class_map.png
(4 px per um) Fill, decap, tap and diode cells in grey.
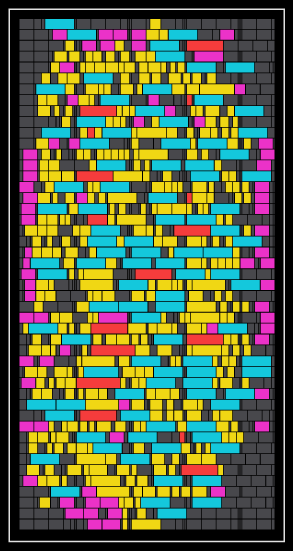
m2.png
(4 px per um)
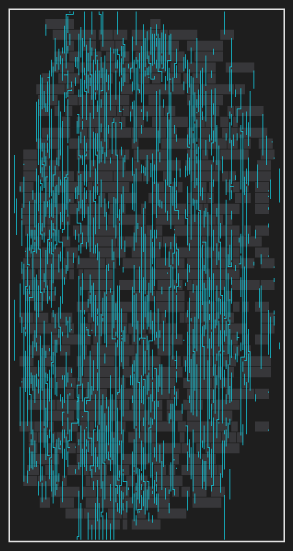
clock_nets.png
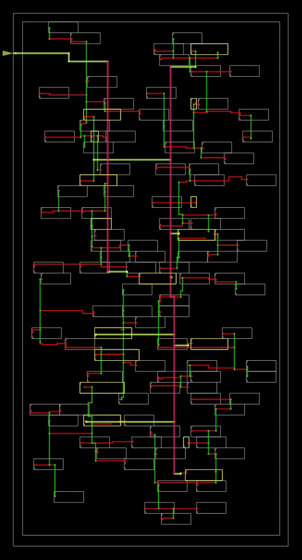
===== src/rtl/pca_pkg.sv =====
// Shared definitions for pipelined_carry_adder: stage-count helper, parameter
// legality check and the stage valid vector type.
package pca_pkg;

  localparam int MAX_STAGES = 64;

  // Sized for the deepest legal pipeline; unused upper bits stay at zero.
  typedef logic [MAX_STAGES-1:0] stage_valid_t;

  function automatic int stages(input int width, input int seg);
    return width / seg;
  endfunction

  function automatic bit params_ok(input int width, input int seg);
    return (seg > 0) && (width >= seg) && ((width % seg) == 0) &&
           ((width / seg) <= MAX_STAGES);
  endfunction

endpackage


===== src/rtl/pca_seg_adder.sv =====
// SEG-bit combinational ripple-carry segment built from full-adder cells.
module pca_seg_adder
  import pca_pkg::*;
#(
  parameter int SEG = 4
) (
  input  logic [SEG-1:0] x,
  input  logic [SEG-1:0] y,
  input  logic           ci,
  output logic [SEG-1:0] s,
  output logic           co
);

  logic [SEG:0] c;

  always_comb begin
    c    = '0;
    s    = '0;
    c[0] = ci;
    for (int i = 0; i < SEG; i++) begin
      s[i]   = x[i] ^ y[i] ^ c[i];
      c[i+1] = (x[i] & y[i]) | (c[i] & (x[i] ^ y[i]));
    end
  end

  assign co = c[SEG];

endmodule


===== src/rtl/pipelined_carry_adder.sv =====
// WIDTH-bit adder split into WIDTH/SEG registered ripple segments with valid/ready
// backpressure. Define PIPELINED_CARRY_ADDER_SUB_EN to add a per-request sub port.
module pipelined_carry_adder
  import pca_pkg::*;
#(
  parameter int WIDTH = 16,
  parameter int SEG   = 4
) (
  input  logic             clk,
  input  logic             rst,
  input  logic             in_valid,
  output logic             in_ready,
  input  logic [WIDTH-1:0] a,
  input  logic [WIDTH-1:0] b,
  input  logic             cin,
`ifdef PIPELINED_CARRY_ADDER_SUB_EN
  input  logic             sub,
`endif
  output logic             out_valid,
  input  logic             out_ready,
  output logic [WIDTH-1:0] sum,
  output logic             cout
);

  localparam int STAGES = stages(WIDTH, SEG);

  if (!params_ok(WIDTH, SEG)) begin : g_bad_params
    $fatal(1, "pipelined_carry_adder: WIDTH must be a positive multiple of SEG");
  end

  stage_valid_t                 valid_q, valid_d;
  logic [STAGES-1:0]            adv;
  logic [STAGES-1:0][WIDTH-1:0] sum_q, sum_d, a_q, a_d, b_q, b_d;
  logic [STAGES-1:0]            c_q, c_d, sub_q, sub_d;

  logic [STAGES-1:0][WIDTH-1:0] stage_a, stage_b, stage_sum;
  logic [STAGES-1:0]            stage_c, stage_v, stage_sub;
  logic [STAGES-1:0][SEG-1:0]   seg_x, seg_y, seg_s;
  logic [STAGES-1:0]            seg_ci, seg_co;
  logic                         sub_in;
  logic                         unused_bits;

`ifdef PIPELINED_CARRY_ADDER_SUB_EN
  assign sub_in = sub;
`else
  assign sub_in = 1'b0;
`endif

  // Stage k is fed by the input ports (k == 0) or by the registers of stage k-1.
  always_comb begin
    stage_a   = '0;
    stage_b   = '0;
    stage_sum = '0;
    stage_c   = '0;
    stage_v   = '0;
    stage_sub = '0;
    seg_x     = '0;
    seg_y     = '0;
    seg_ci    = '0;
    stage_a[0]   = a;
    stage_b[0]   = b;
    stage_c[0]   = sub_in ? 1'b1 : cin;
    stage_v[0]   = in_valid;
    stage_sub[0] = sub_in;
    for (int k = 1; k < STAGES; k++) begin
      stage_a[k]   = a_q[k-1];
      stage_b[k]   = b_q[k-1];
      stage_sum[k] = sum_q[k-1];
      stage_c[k]   = c_q[k-1];
      stage_v[k]   = valid_q[k-1];
      stage_sub[k] = sub_q[k-1];
    end
    for (int k = 0; k < STAGES; k++) begin
      seg_x[k]  = stage_a[k][k*SEG +: SEG];
      seg_y[k]  = stage_b[k][k*SEG +: SEG] ^ {SEG{stage_sub[k]}};
      seg_ci[k] = stage_c[k];
    end
  end

  for (genvar k = 0; k < STAGES; k++) begin : g_stage
    pca_seg_adder #(.SEG(SEG)) u_seg (
      .x  (seg_x[k]),
      .y  (seg_y[k]),
      .ci (seg_ci[k]),
      .s  (seg_s[k]),
      .co (seg_co[k])
    );
  end

  // A stage may take new contents when it is empty or its successor is moving on.
  always_comb begin
    adv           = '0;
    adv[STAGES-1] = !valid_q[STAGES-1] || out_ready;
    for (int k = STAGES - 2; k >= 0; k--) begin
      adv[k] = !valid_q[k] || adv[k+1];
    end
  end

  // Consumed slices of a/b are zeroed so only the unprocessed skew bits remain live.
  always_comb begin
    valid_d = valid_q;
    sum_d   = sum_q;
    c_d     = c_q;
    a_d     = a_q;
    b_d     = b_q;
    sub_d   = sub_q;
    for (int k = 0; k < STAGES; k++) begin
      if (adv[k]) begin
        valid_d[k] = stage_v[k];
        if (stage_v[k]) begin
          sum_d[k]                = stage_sum[k];
          sum_d[k][k*SEG +: SEG]  = seg_s[k];
          c_d[k]                  = seg_co[k];
          a_d[k]                  = stage_a[k] & ({WIDTH{1'b1}} << ((k + 1) * SEG));
          b_d[k]                  = stage_b[k] & ({WIDTH{1'b1}} << ((k + 1) * SEG));
          sub_d[k]                = stage_sub[k];
        end
      end
    end
  end

  always_ff @(posedge clk) begin
    if (rst) begin
      valid_q <= '0;
      sum_q   <= '0;
      c_q     <= '0;
      a_q     <= '0;
      b_q     <= '0;
      sub_q   <= '0;
    end else begin
      valid_q <= valid_d;
      sum_q   <= sum_d;
      c_q     <= c_d;
      a_q     <= a_d;
      b_q     <= b_d;
      sub_q   <= sub_d;
    end
  end

  assign in_ready  = !valid_q[0] || adv[0];
  assign out_valid = valid_q[STAGES-1];
  assign sum       = sum_q[STAGES-1];
  assign cout      = c_q[STAGES-1];

  assign unused_bits = ^{valid_q, a_q[STAGES-1], b_q[STAGES-1], sub_q[STAGES-1]};

endmodule

===== config.mk =====
export PLATFORM = sky130hd
export DESIGN_NAME = pipelined_carry_adder
export DESIGN_NICKNAME = d
export VERILOG_FILES = /design/src/rtl/pca_pkg.sv /design/src/rtl/pca_seg_adder.sv /design/src/rtl/pipelined_carry_adder.sv
export SDC_FILE = /design/constraint.sdc
export NUM_CORES = 1
export LEC_CHECK = 0
export CORE_ASPECT_RATIO = 2
export CORE_MARGIN = 2
export CORE_UTILIZATION = 56
export DETAILED_ROUTE_END_ITERATION = 6
export PLACE_DENSITY = 0.8
export SLEW_MARGIN = 10
export SYNTH_ARGS = -nofsm -noshare
export SYNTH_HDL_FRONTEND = slang
export SYNTH_SLANG_ARGS = --single-unit

===== constraint.sdc =====
create_clock -name clk -period 2.3 [get_ports clk]
set_input_delay 0.23 -clock clk [delete_from_list [all_inputs] [get_ports clk]]
set_output_delay 0.23 -clock clk [all_outputs]
set_load 0.02 [all_outputs]

==> results_slide.txt <==
Flow Results at a Glance

Outcome
  • Status: completed

Pwr
  • Psw: 897 uW
  • Clk. pwr: about 1600 uW
  • Share of power burned in registers: 0.472
  • P per Cell Area: roughly 700 nW/um^2
  • P_int: 2930 uW
  • Sequential group power: 1800 uW

Layout
  • Most frequent logic cells in the routed design: dfxtp_1 (95), nand2_1 (50), clkdlybuf4s50_1 (50)
  • Layout cells sized above 1: 0.109
  • Commonest Layout Cell: dfxtp_1
  • Fill cell count: 669
  • Flop share of the area: 0.347
  • Final std cells w/o fill: 650
  • Num sequential: ~96
  • Final clock-cell share: 0.0569
  • Clock buf count: 13
  • Net count, final: about 600

Timing
  • Endpoints failing setup: 0
  • Total negative slack: 0 ns
  • Layout Skew: 0.00542 ns
  • Worst Hold Slack: between 0.3 and 0.4 ns

Synth
  • Post-Syn Instances: around 520
  • Top area cell types: dfxtp_1 (41%), fa_1 (6.9%), a21oi_1 (5.3%)
  • Yosys Chip Area: 4640 um^2
  • Max-area cell share: 0.414
  • Primary FF master, synth: dfxtp_1
  • Async SR Flop Fraction: 0
  • Synth Warn #: 0
  • Number of enable flip-flop cells: 0

GRT
  • Met2 Use GR: 0.440
  • Met3 usage: 0.0442
  • First-pass GRT wire length: approximately 18,000 um
  • Busiest grt layer: met2

Route
  • Post-DRT Antenna Nets: 0
  • DR vias/cell: ~6.1
  • First-pass DRT Iterations: 4
  • DR WL met2: 5900 um
  • # DRC: 0

Worst hold path
  • Worst hold path depth: 3

Clock network
  • Root Buffer: clkbuf_16
  • Postcts setup bufs: 0
  • # resized after CTS: 0

Setup path
  • Max stage delay on crit path: 0.44 ns
  • Largest delay share family, worst path: adder cells
  • Worst setup endpoint: stage_sum[39]
  • Buf/Inv on CP: 3
  • Max stage delay cell, worst path: fa_1
  • Worst EP arrival: 2.44 ns

Place
  • Port bufs: 55
  • Dpl hpwl: about 7200 um

Floorplan
  • Die area: between 9000 and 10,000 um^2
  • Core Footprint: about 8000 um^2
Back to the opening pictures, class_map.png:
- yellow: remaining logic cells (cells 369; share of their area 46%)
- cyan: sequential cells (cells 96; share of their area 36%)
- magenta: remaining buffers and delay cells (cells 71; share of their area 13%)
- red: clock drivers and dummy loads (cells 16; share of their area 5.8%)

Back to the opening pictures, m2.png:
- wire length on this layer: 5,900 um
- nets with wire on the layer: 508
- main direction: vertical
- share of all routed wire: 55%
Via Count: 3,957
final wirelength: 10,800 um

Back to the opening pictures, clock_nets.png:
CTS Buf Count: 9
Clock Latency Late Sink: 0.34 ns

[kinds of logic after synthesis]
kind of cell | count (synthesis) | synth area share
buffers and inverters | 92 | 0.0828
muxes | 18 | 0.0389
and+or+nand+nor | 145 | 0.178
DFF | 96 | 0.414
AOI/OAI and AO/OA | 154 | 0.217
adders and majority gates | 16 | 0.0691
[stage by stage]
step	utilization	cell area, um^2	worst slack, ns
6_report	0.678	5550	0.118
5_1_grt	0.678	5550	0.0384
4_1_cts	0.674	5510	0.000239
3_5_place_dp	0.636	5200	-0.355
3_3_place_gp	0.636	5200	-0.268
2_1_floorplan	-	4640	0.218
[state kept, by name, indices dropped and copies added, names as in the netlist]
signal and cells:
a_q 24, b_q 24, stage_sum 24, sum 16
c_q 4, valid_q 4
Power and IR drop assume default switching activity.
